File: src/rtl/fp_norm_pkg.sv
// fp_norm_pkg: shared state encoding, default widths and step condition for the normalizer
package fp_norm_pkg;
  localparam int M_DEF = 24;
  localparam int E_DEF = 8;
  typedef enum logic [1:0] {IDLE, SHIFT, DONE} state_t;
  function automatic logic step_cond(input logic exp_nz, input logic msb, input logic mant_nz);
    return exp_nz && !msb && mant_nz;
  endfunction
endpackage

File: src/rtl/fp_norm_sequencer_if.sv
// fp_norm_sequencer_if: input/output handshakes of the normalizer; master drives requests, slave is the normalizer
interface fp_norm_sequencer_if
  import fp_norm_pkg::*;
#(
  parameter int M = M_DEF,
  parameter int E = E_DEF
);
  localparam int CW = $clog2(M);
  logic          in_valid;
  logic          in_ready;
  logic [M-1:0]  in_mant;
  logic [E-1:0]  in_exp;
  logic          out_valid;
  logic          out_ready;
  logic [M-1:0]  out_mant;
  logic [E-1:0]  out_exp;
  logic [CW-1:0] out_shift_count;
  logic          busy;
  modport master (
    output in_valid, in_mant, in_exp, out_ready,
    input  in_ready, out_valid, out_mant, out_exp, out_shift_count, busy
  );
  modport slave (
    input  in_valid, in_mant, in_exp, out_ready,
    output in_ready, out_valid, out_mant, out_exp, out_shift_count, busy
  );
endinterface

File: src/rtl/fp_norm_step.sv
// fp_norm_step: one conditional single-bit left shift with exponent decrement and count increment
module fp_norm_step
  import fp_norm_pkg::*;
#(
  parameter int M = M_DEF,
  parameter int E = E_DEF,
  parameter int CW = $clog2(M)
) (
  input  logic [M-1:0]  mant,
  input  logic [E-1:0]  exp,
  input  logic [CW-1:0] cnt,
  output logic          c,
  output logic [M-1:0]  nmant,
  output logic [E-1:0]  nexp,
  output logic [CW-1:0] ncnt
);
  always_comb begin
    c     = step_cond(exp != '0, mant[M-1], mant != '0);
    nmant = c ? mant << 1 : mant;
    nexp  = c ? exp - E'(1) : exp;
    ncnt  = c ? cnt + CW'(1) : cnt;
  end
endmodule

File: src/rtl/fp_norm_sequencer.sv
// fp_norm_sequencer: iterative mantissa normalizer, one shift per clock until MSB set, exp zero or mantissa zero
// Optional FP_NORM_FASTPATH_EN: pairs needing no shift skip SHIFT and go straight to DONE.
module fp_norm_sequencer
  import fp_norm_pkg::*;
#(
  parameter int M = M_DEF,
  parameter int E = E_DEF,
  localparam int CW = $clog2(M)
) (
  input logic clk,
  input logic rst,
  fp_norm_sequencer_if.slave bus
);
  state_t        state, nstate, load_state;
  logic [M-1:0]  mant, nmant;
  logic [E-1:0]  exp, nexp;
  logic [CW-1:0] cnt, ncnt;
  logic          c;
  fp_norm_step #(.M(M), .E(E), .CW(CW)) u_step (
    .mant(mant), .exp(exp), .cnt(cnt), .c(c), .nmant(nmant), .nexp(nexp), .ncnt(ncnt)
  );
`ifdef FP_NORM_FASTPATH_EN
  assign load_state = step_cond(bus.in_exp != '0, bus.in_mant[M-1], bus.in_mant != '0) ? SHIFT : DONE;
`else
  assign load_state = SHIFT;
`endif
  always_comb begin
    nstate = state;
    nstate = state == IDLE  ? (bus.in_valid ? load_state : IDLE) :
             state == SHIFT ? (c ? SHIFT : DONE) :
                              (bus.out_ready ? IDLE : DONE);
  end
  always_ff @(posedge clk) begin
    if (rst) begin
      state <= IDLE;
      mant  <= '0;
      exp   <= '0;
      cnt   <= '0;
    end else begin
      state <= nstate;
      if (state == IDLE && bus.in_valid) begin
        mant <= bus.in_mant;
        exp  <= bus.in_exp;
        cnt  <= '0;
      end else if (state == SHIFT) begin
        mant <= nmant;
        exp  <= nexp;
        cnt  <= ncnt;
      end
    end
  end
  assign bus.in_ready        = state == IDLE && !rst;
  assign bus.busy            = state != IDLE;
  assign bus.out_valid       = state == DONE;
  assign bus.out_mant        = mant;
  assign bus.out_exp         = exp;
  assign bus.out_shift_count = cnt;
endmodule
File: src/flat_wrapper.sv
// flat-port wrapper written by rule: the top's interface ports become plain ports
module fp_norm_sequencer_flat import fp_norm_pkg::*;
#(
  parameter int M = M_DEF,
  parameter int E = E_DEF,
  localparam int CW = $clog2(M)
)
  (clk, rst, bus_in_valid, bus_in_mant, bus_in_exp, bus_out_ready, bus_in_ready, bus_out_valid, bus_out_mant, bus_out_exp, bus_out_shift_count, bus_busy);
  fp_norm_sequencer_if #(.M(M), .E(E)) bus_i ();
  input logic clk;
  input logic rst;
  input wire logic [$bits(bus_i.in_valid)-1:0] bus_in_valid;
  input wire logic [$bits(bus_i.in_mant)-1:0] bus_in_mant;
  input wire logic [$bits(bus_i.in_exp)-1:0] bus_in_exp;
  input wire logic [$bits(bus_i.out_ready)-1:0] bus_out_ready;
  output wire logic [$bits(bus_i.in_ready)-1:0] bus_in_ready;
  output wire logic [$bits(bus_i.out_valid)-1:0] bus_out_valid;
  output wire logic [$bits(bus_i.out_mant)-1:0] bus_out_mant;
  output wire logic [$bits(bus_i.out_exp)-1:0] bus_out_exp;
  output wire logic [$bits(bus_i.out_shift_count)-1:0] bus_out_shift_count;
  output wire logic [$bits(bus_i.busy)-1:0] bus_busy;
  assign bus_i.in_valid = bus_in_valid;
  assign bus_i.in_mant = bus_in_mant;
  assign bus_i.in_exp = bus_in_exp;
  assign bus_i.out_ready = bus_out_ready;
  assign bus_in_ready = bus_i.in_ready;
  assign bus_out_valid = bus_i.out_valid;
  assign bus_out_mant = bus_i.out_mant;
  assign bus_out_exp = bus_i.out_exp;
  assign bus_out_shift_count = bus_i.out_shift_count;
  assign bus_busy = bus_i.busy;
  fp_norm_sequencer #(.M(M), .E(E)) u_core (.clk(clk), .rst(rst), .bus(bus_i));
endmodule
File: config.mk
export PLATFORM = sky130hd
export DESIGN_NAME = fp_norm_sequencer_flat
export DESIGN_NICKNAME = d
export VERILOG_FILES = /design/src/rtl/fp_norm_pkg.sv /design/src/rtl/fp_norm_sequencer_if.sv /design/src/rtl/fp_norm_step.sv /design/src/rtl/fp_norm_sequencer.sv /design/src/flat_wrapper.sv
export SDC_FILE = /design/constraint.sdc
export NUM_CORES = 1
export LEC_CHECK = 0
export ABC_AREA = 1
export CAP_MARGIN = 20
export CELL_PAD_IN_SITES_DETAIL_PLACEMENT = 0
export CELL_PAD_IN_SITES_GLOBAL_PLACEMENT = 2
export CORE_MARGIN = 1.5
export CORE_UTILIZATION = 25
export DETAILED_ROUTE_END_ITERATION = 12
export PLACE_DENSITY_LB_ADDON = 0.1
export SYNTH_ARGS = -nofsm -noshare
export SYNTH_HDL_FRONTEND = slang
export SYNTH_SLANG_ARGS = --single-unit
File: constraint.sdc
create_clock -name clk -period 3.07 [get_ports clk]
set_clock_uncertainty 0.1 [all_clocks]
set_input_delay 0.7675 -clock clk [delete_from_list [all_inputs] [get_ports clk]]
set_output_delay 0.7675 -clock clk [all_outputs]
set_load 0.03 [all_outputs]
==> results.json, run 1 <==
{
  "hold_path_class": "register to register",
  "setup-violations-final": 0,
  "synth.area.mux_share_pct": 0,
  "tritoncts": "done",
  "synthAoiAreaFrac_pct": 9.17,
  "area_leaders": "dfxtp_1 36%, nand2_1 23%, nand3_1 9.8%",
  "gp_congestion": 0.785,
  "fmax_ghz": 0.419,
  "final_antenna_net_count": 0,
  "synth_flops": 39,
  "dp_hpwl_mm": 4.42,
  "ys_warn_count": 0,
  "ys_cells": 348,
  "async_reset_ff_share_pct": 0,
  "wl_met1_mm": 3.36,
  "post_cts_buffers": 0,
  "timing.critical_path.to_type": "output pin",
  "dr_wl_met3_um": 264,
  "clockBufferDepth": 2,
  "cts_root_buf": "clkbuf_8",
  "first_global_vias": 2132,
  "cts.repair.resized": 0,
  "finalPower_mw": 2.34,
  "synth_cells": 348,
  "status": "completed",
  "avgSynthCellArea_um2": 6.31,
  "crit_required_ns": 2.20,
  "p_per_area_nw_per_um2": 755,
  "rrSetupSlack_ns": 0.91,
  "rr_endpoint": "u_core.bus.out_exp[6]",
  "fin_crit_sh_pct": 77.7,
  "arrival_ns": 1.52,
  "synth_top_area_share_pct": 35.6,
  "period_needed_ns": 2.38,
  "peakVddDrop_mv": 0.184,
  "syn-num-nets": 387,
  "reg2reg_depth": 10,
  "hp-start": "u_core.state[1]",
  "first_pass_iters": 4,
  "clock_latency_ns": 0.30,
  "diodes": 0,
  "cts-htree-levels": 2,
  "drv_cap": 0,
  "finalCoreUtilization_pct": 36.0,
  "critPathKind": "primary input to output pin",
  "post-route-cell-area_um2": 3110,
  "drive_gt1_share_pct": 7.21,
  "fp_util_pct": 25.4,
  "grt_pass1_wl_mm": 10.5,
  "xor_area_share_pct": 1.20,
  "synth_cell_type_count": 28
}
## run 1: cell families after synthesis
kind of cell	after synthesis
compound gates	37
xor+xnor	3
fa+ha+maj	3
buf+inv	37
flops	39
simple gates	229
## run 1: cells in the final DEF, fill, tap and decap left out, types with 3 or more instances in the layout
cell type        instances
inv_1                   11
buf_4                    4
dfxtp_1                 39
nor2_1                  41
ha_1                     3
a21oi_1                 25
clkdlybuf4s50_1         74
nand3_1                 43
o21ai_0                  6
nand2_1                135
a21oi_2                  3
inv_2                    7
clkbuf_8                 6
## run 1: where the power goes
part | internal (mW) | leakage, nW | total, mW | switching, mW
clock | 0.268 | 0.0618 | 0.466 | 0.199
combinational | 0.430 | 0.930 | 1.18 | 0.749
sequential | 0.597 | 0.319 | 0.697 | 0.100
## run 1: stage by stage
stage	setup slack [ns]	hold WS, ns
final	0.685	0.358
after global routing	0.603	0.370
after CTS	0.649	0.361
after detailed placement	0.546	0.345
after global placement	0.519	0.349
after floorplan	0.614	0.334
## run 1: worst max path at each step
stage	start	slack (ns)	end	cells past startpoint
6_report	rst	0.69	bus_in_ready	3
4_1_cts	u_core.state[0]	0.65	bus_busy	3
2_1_floorplan	rst	0.61	bus_in_ready	3
5_1_grt	u_core.state[0]	0.60	bus_busy	3
3_3_place_gp	bus_in_valid	0.52	u_core.bus.out_mant[7]	8
3_5_place_dp	bus_in_valid	0.55	u_core.bus.out_mant[7]	8
## run 1: flip-flops by register name (all words and copies together) (netlist names)
| register | count |
|---|---|
| u_core.bus.out_exp | 8 |
| u_core.state | 2 |
| u_core.bus.out_mant | 24 |
| u_core.bus.out_shift_count | 5 |
## run 1: Yosys cell counts, types with 3 or more instances
master / number
nand2_1: 135
nand3_1: 43
nor2_1: 41
dfxtp_1: 39
a21oi_1: 25
inv_1: 11
inv_2: 7
buf_2: 6
clkbuf_1: 6
o21ai_0: 6
a21oi_2: 3
buf_6: 3
ha_1: 3
## run 1: layout make-up
class	instances	area (um^2)
fillers	965	5530
flip-flops and latches	39	781
repair buffers	78	771
well taps	108	135
multi-input cells	272	1230
clock buffers	6	82.6
clock inverters	2	38.8
inverters	19	71.3
## run 1: routing by layer
metal	global-route usage (%)	up-vias
li1	-	1244
met4	4.01	0
met1	19.4	1059
met2	21.0	55
met5	0	-
met3	2.82	4
## run 1: worst max-delay path, cell delays in order
cell and delay [ns]:
clkdlybuf4s50_1 0.42, nor2_1 0.15, buf_4 0.18
Figure 1. Supply network (run 1).
Pins as bars on the die edge.
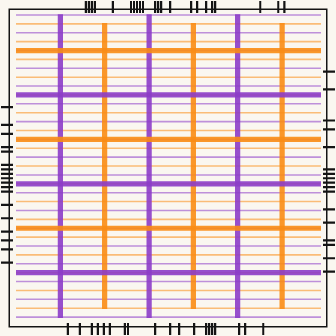
net	color
VSS	purple
VDD	orange
met5 straps	6
met1 rails	35
rows	34
signal pins	76

Figure 2. Placement by cell class (run 1).
Scale bar: 20 um.
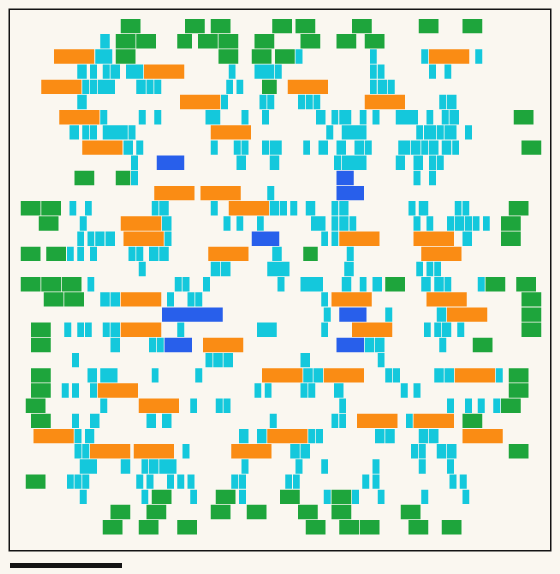
class	color	cells
sequential cells	orange	39
clock drivers and dummy loads	blue	8
remaining buffers and delay cells	green	78
remaining logic cells	cyan	291

Figure 3. Routed clock nets over the placement (run 1).
Scale bar: 20 um.
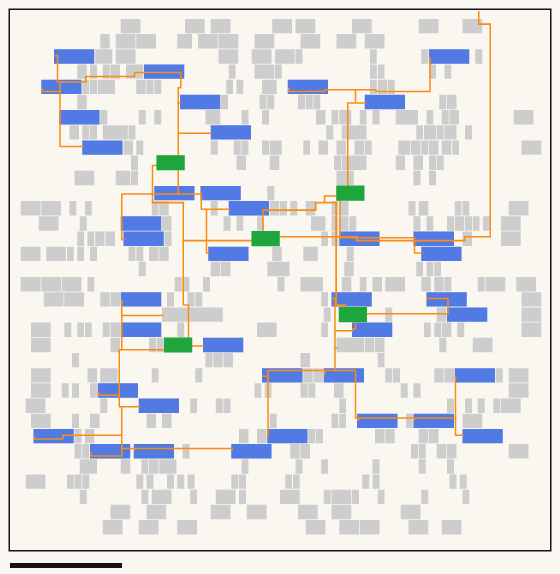
[clock-net drivers] green | count: 5
[flip-flops] blue | count: 39
[clock wires] orange | length: 605 um
flops lie	spread over the die

Figure 4. Wiring by layer (run 1).
Only two layers are drawn.
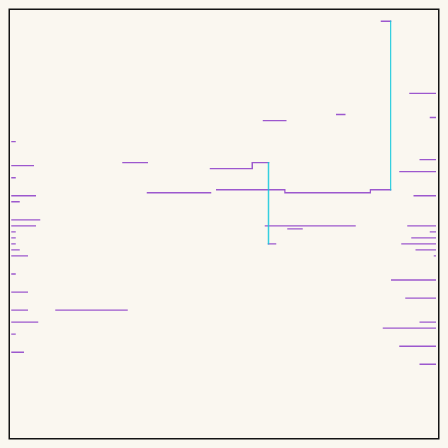
layer	color	wire length
M3	purple	265 um
M4	cyan	56.4 um

Figure 5. Clock routing (run 1).
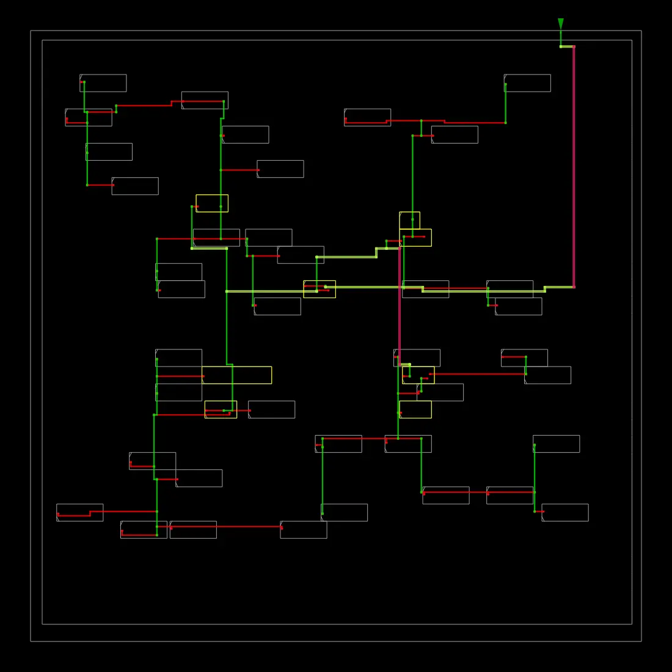

## Run 2: what changed since run 1
--- a/config.mk
+++ b/config.mk
@@ -10,7 +10,7 @@
 export CELL_PAD_IN_SITES_DETAIL_PLACEMENT = 0
 export CELL_PAD_IN_SITES_GLOBAL_PLACEMENT = 2
 export CORE_MARGIN = 1.5
-export CORE_UTILIZATION = 25
+export CORE_UTILIZATION = 21
 export DETAILED_ROUTE_END_ITERATION = 12
 export PLACE_DENSITY_LB_ADDON = 0.1
 export SYNTH_ARGS = -nofsm -noshare
==> constraint.sdc (replaced) <==
create_clock -name clk -period 2 [get_ports clk]
set_clock_uncertainty 0.1 [all_clocks]
set_input_delay 0.5 -clock clk [delete_from_list [all_inputs] [get_ports clk]]
set_output_delay 0.5 -clock clk [all_outputs]
set_load 0.03 [all_outputs]
Figure 6. Clock routing (run 2).
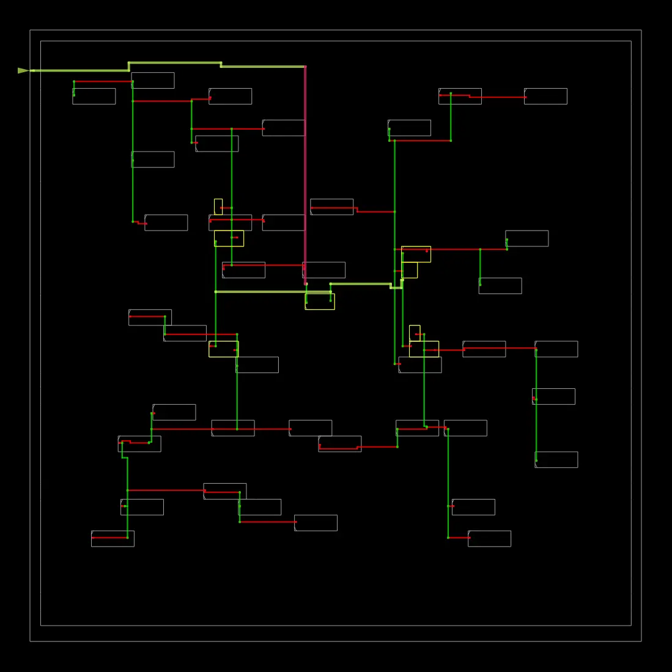
worst skew pair latency: 0.29 ns
CTS sink count: 39
Seq Cell Count: 39

==> run 2 against run 1 <==
Against the previous run:
- core utilization fell by 4.3 points
- largest cell class unchanged
- non-clock buffer count grew 13
- global-route usage decreased by 0.46 points
- sequential share of layout area down 1.0 points
- register-to-register slack got worse by 0.68 ns
- sequential power rose by 54%
- die size grew 18%
- synthesized cell count did not move
- clock power is 16% higher
- clock-buffer cell count did not move
- first-iteration DRC count shrank 10%
==> results.json, run 2 <==
{
  "gp_congestion": 0.700,
  "cts_root_buf": "clkbuf_8",
  "dp_hpwl_mm": 5.12,
  "largest_reg_flops": 24,
  "hold_path_class": "register to register",
  "slowest_stage": "clkdlybuf4s50_1",
  "max_stage_delay_ns": 0.69,
  "area_leaders": "dfxtp_1 36%, nand2_1 23%, nand3_1 9.8%",
  "lay_top_cells": "135 x nand2_1, 43 x nand3_1, 41 x nor2_1, 41 x clkdlybuf4s50_1, 39 x dfxtp_1",
  "post-route-cell-area_um2": 3230,
  "pre_cts_ws_ns": 0.0311,
  "final_antenna_net_count": 0,
  "setup_ws_ns": 0.0442,
  "drive_gt1_share_pct": 9.79,
  "first_global_vias": 2340,
  "timing.critical_path.to_type": "output pin",
  "arrival_ns": 1.36,
  "cp_cell_sequence": "clkdlybuf4s50_1",
  "status": "completed",
  "async_reset_ff_share_pct": 0,
  "clockBufferDepth": 2,
  "cts-htree-levels": 2,
  "ys_cells": 348,
  "fp_util_pct": 21.5,
  "hold_slack_ns": 0.358,
  "diodes": 0,
  "synth_cells": 348,
  "synth.cells.most_frequent": "135 x nand2_1, 43 x nand3_1, 41 x nor2_1",
  "avgSynthCellArea_um2": 6.31,
  "path_buffers": 1,
  "synth_flops": 39,
  "post_cts_buffers": 0,
  "setup-violations-final": 0,
  "crit_required_ns": 1.40,
  "synth_top_area_share_pct": 35.6,
  "critPathKind": "register to output pin",
  "fmax_ghz": 0.511,
  "top_cell": "nand2_1",
  "period_needed_ns": 1.96
}
==> run 2: cell counts after synthesis <==
No cell type changed its count.
==> run 2: final timing paths <==
check             slack (ns)                to  cells after the start                     from
setup / recovery        0.04  bus_out_mant[22]                      1  u_core.bus.out_mant[22]
hold / removal          0.36   u_core.state[1]                      1          u_core.state[1]
setup reg to reg        0.23   u_core.state[1]                      9    u_core.bus.out_exp[1]
hold reg to reg         0.36   u_core.state[1]                      1          u_core.state[1]
==> run 2: layout make-up <==
class / count / area [um^2]
sequential: 39 / 781
tap: 136 / 170
fill: 1136 / 7000
timing repair buffer: 91 / 901
clock inverter: 2 / 12.5
clock buffer: 6 / 72.6
inverter: 19 / 71.3
multi-input combinational: 272 / 1230
==> run 2: metal layers <==
metal | share of wire (%) | vias to the layer above | GRT usage, %
li1 | - | 1259 | -
met1 | 50 | 1080 | 18.3
met2 | 46 | 50 | 21.7
met3 | 3.4 | 2 | 2.29
met4 | 0.52 | 0 | 2.94
met5 | 0 | - | 0
==> run 2: power breakdown <==
part	total [mW]	leakage, nW	internal, mW	switching [mW]
registers	1.07	0.319	0.917	0.152
clock network	0.542	0.0412	0.244	0.298
logic	1.91	1.31	0.709	1.20
total	3.52	1.67	1.87	1.65
==> run 2: what timing repair did <==
| item | CTS | global route |
|---|---|---|
| hold buffers | 0 | 0 |
| resized | 20 | 13 |
| endpoints found under the setup margin | 20 | 13 |
==> run 2: metrics by stage <==
| step | utilization [%] | total power [mW] |
|---|---|---|
| 6_report | 31.6 | 3.52 |
| 5_1_grt | 31.6 | 3.84 |
| 4_1_cts | 31.3 | 3.59 |
| 3_5_place_dp | 30.7 | 3.09 |
| 3_3_place_gp | 30.7 | 3.09 |
| 2_1_floorplan | - | 2.38 |
==> run 2: cell families (layout without fill, tap and decap cells) <==
logic type               Yosys count  count (layout)  synth area share (%)
XOR/XNOR                           3               3                  1.20
flip-flops                        39              39                  35.6
adder cells (fa/ha/maj)            3               3                  1.71
buffers and inverters             37             118                  8.60
AND/OR/NAND/NOR                  229             229                  43.8
AND-OR/OR-AND                     37              37                  9.17
Power and IR drop assume default switching activity.
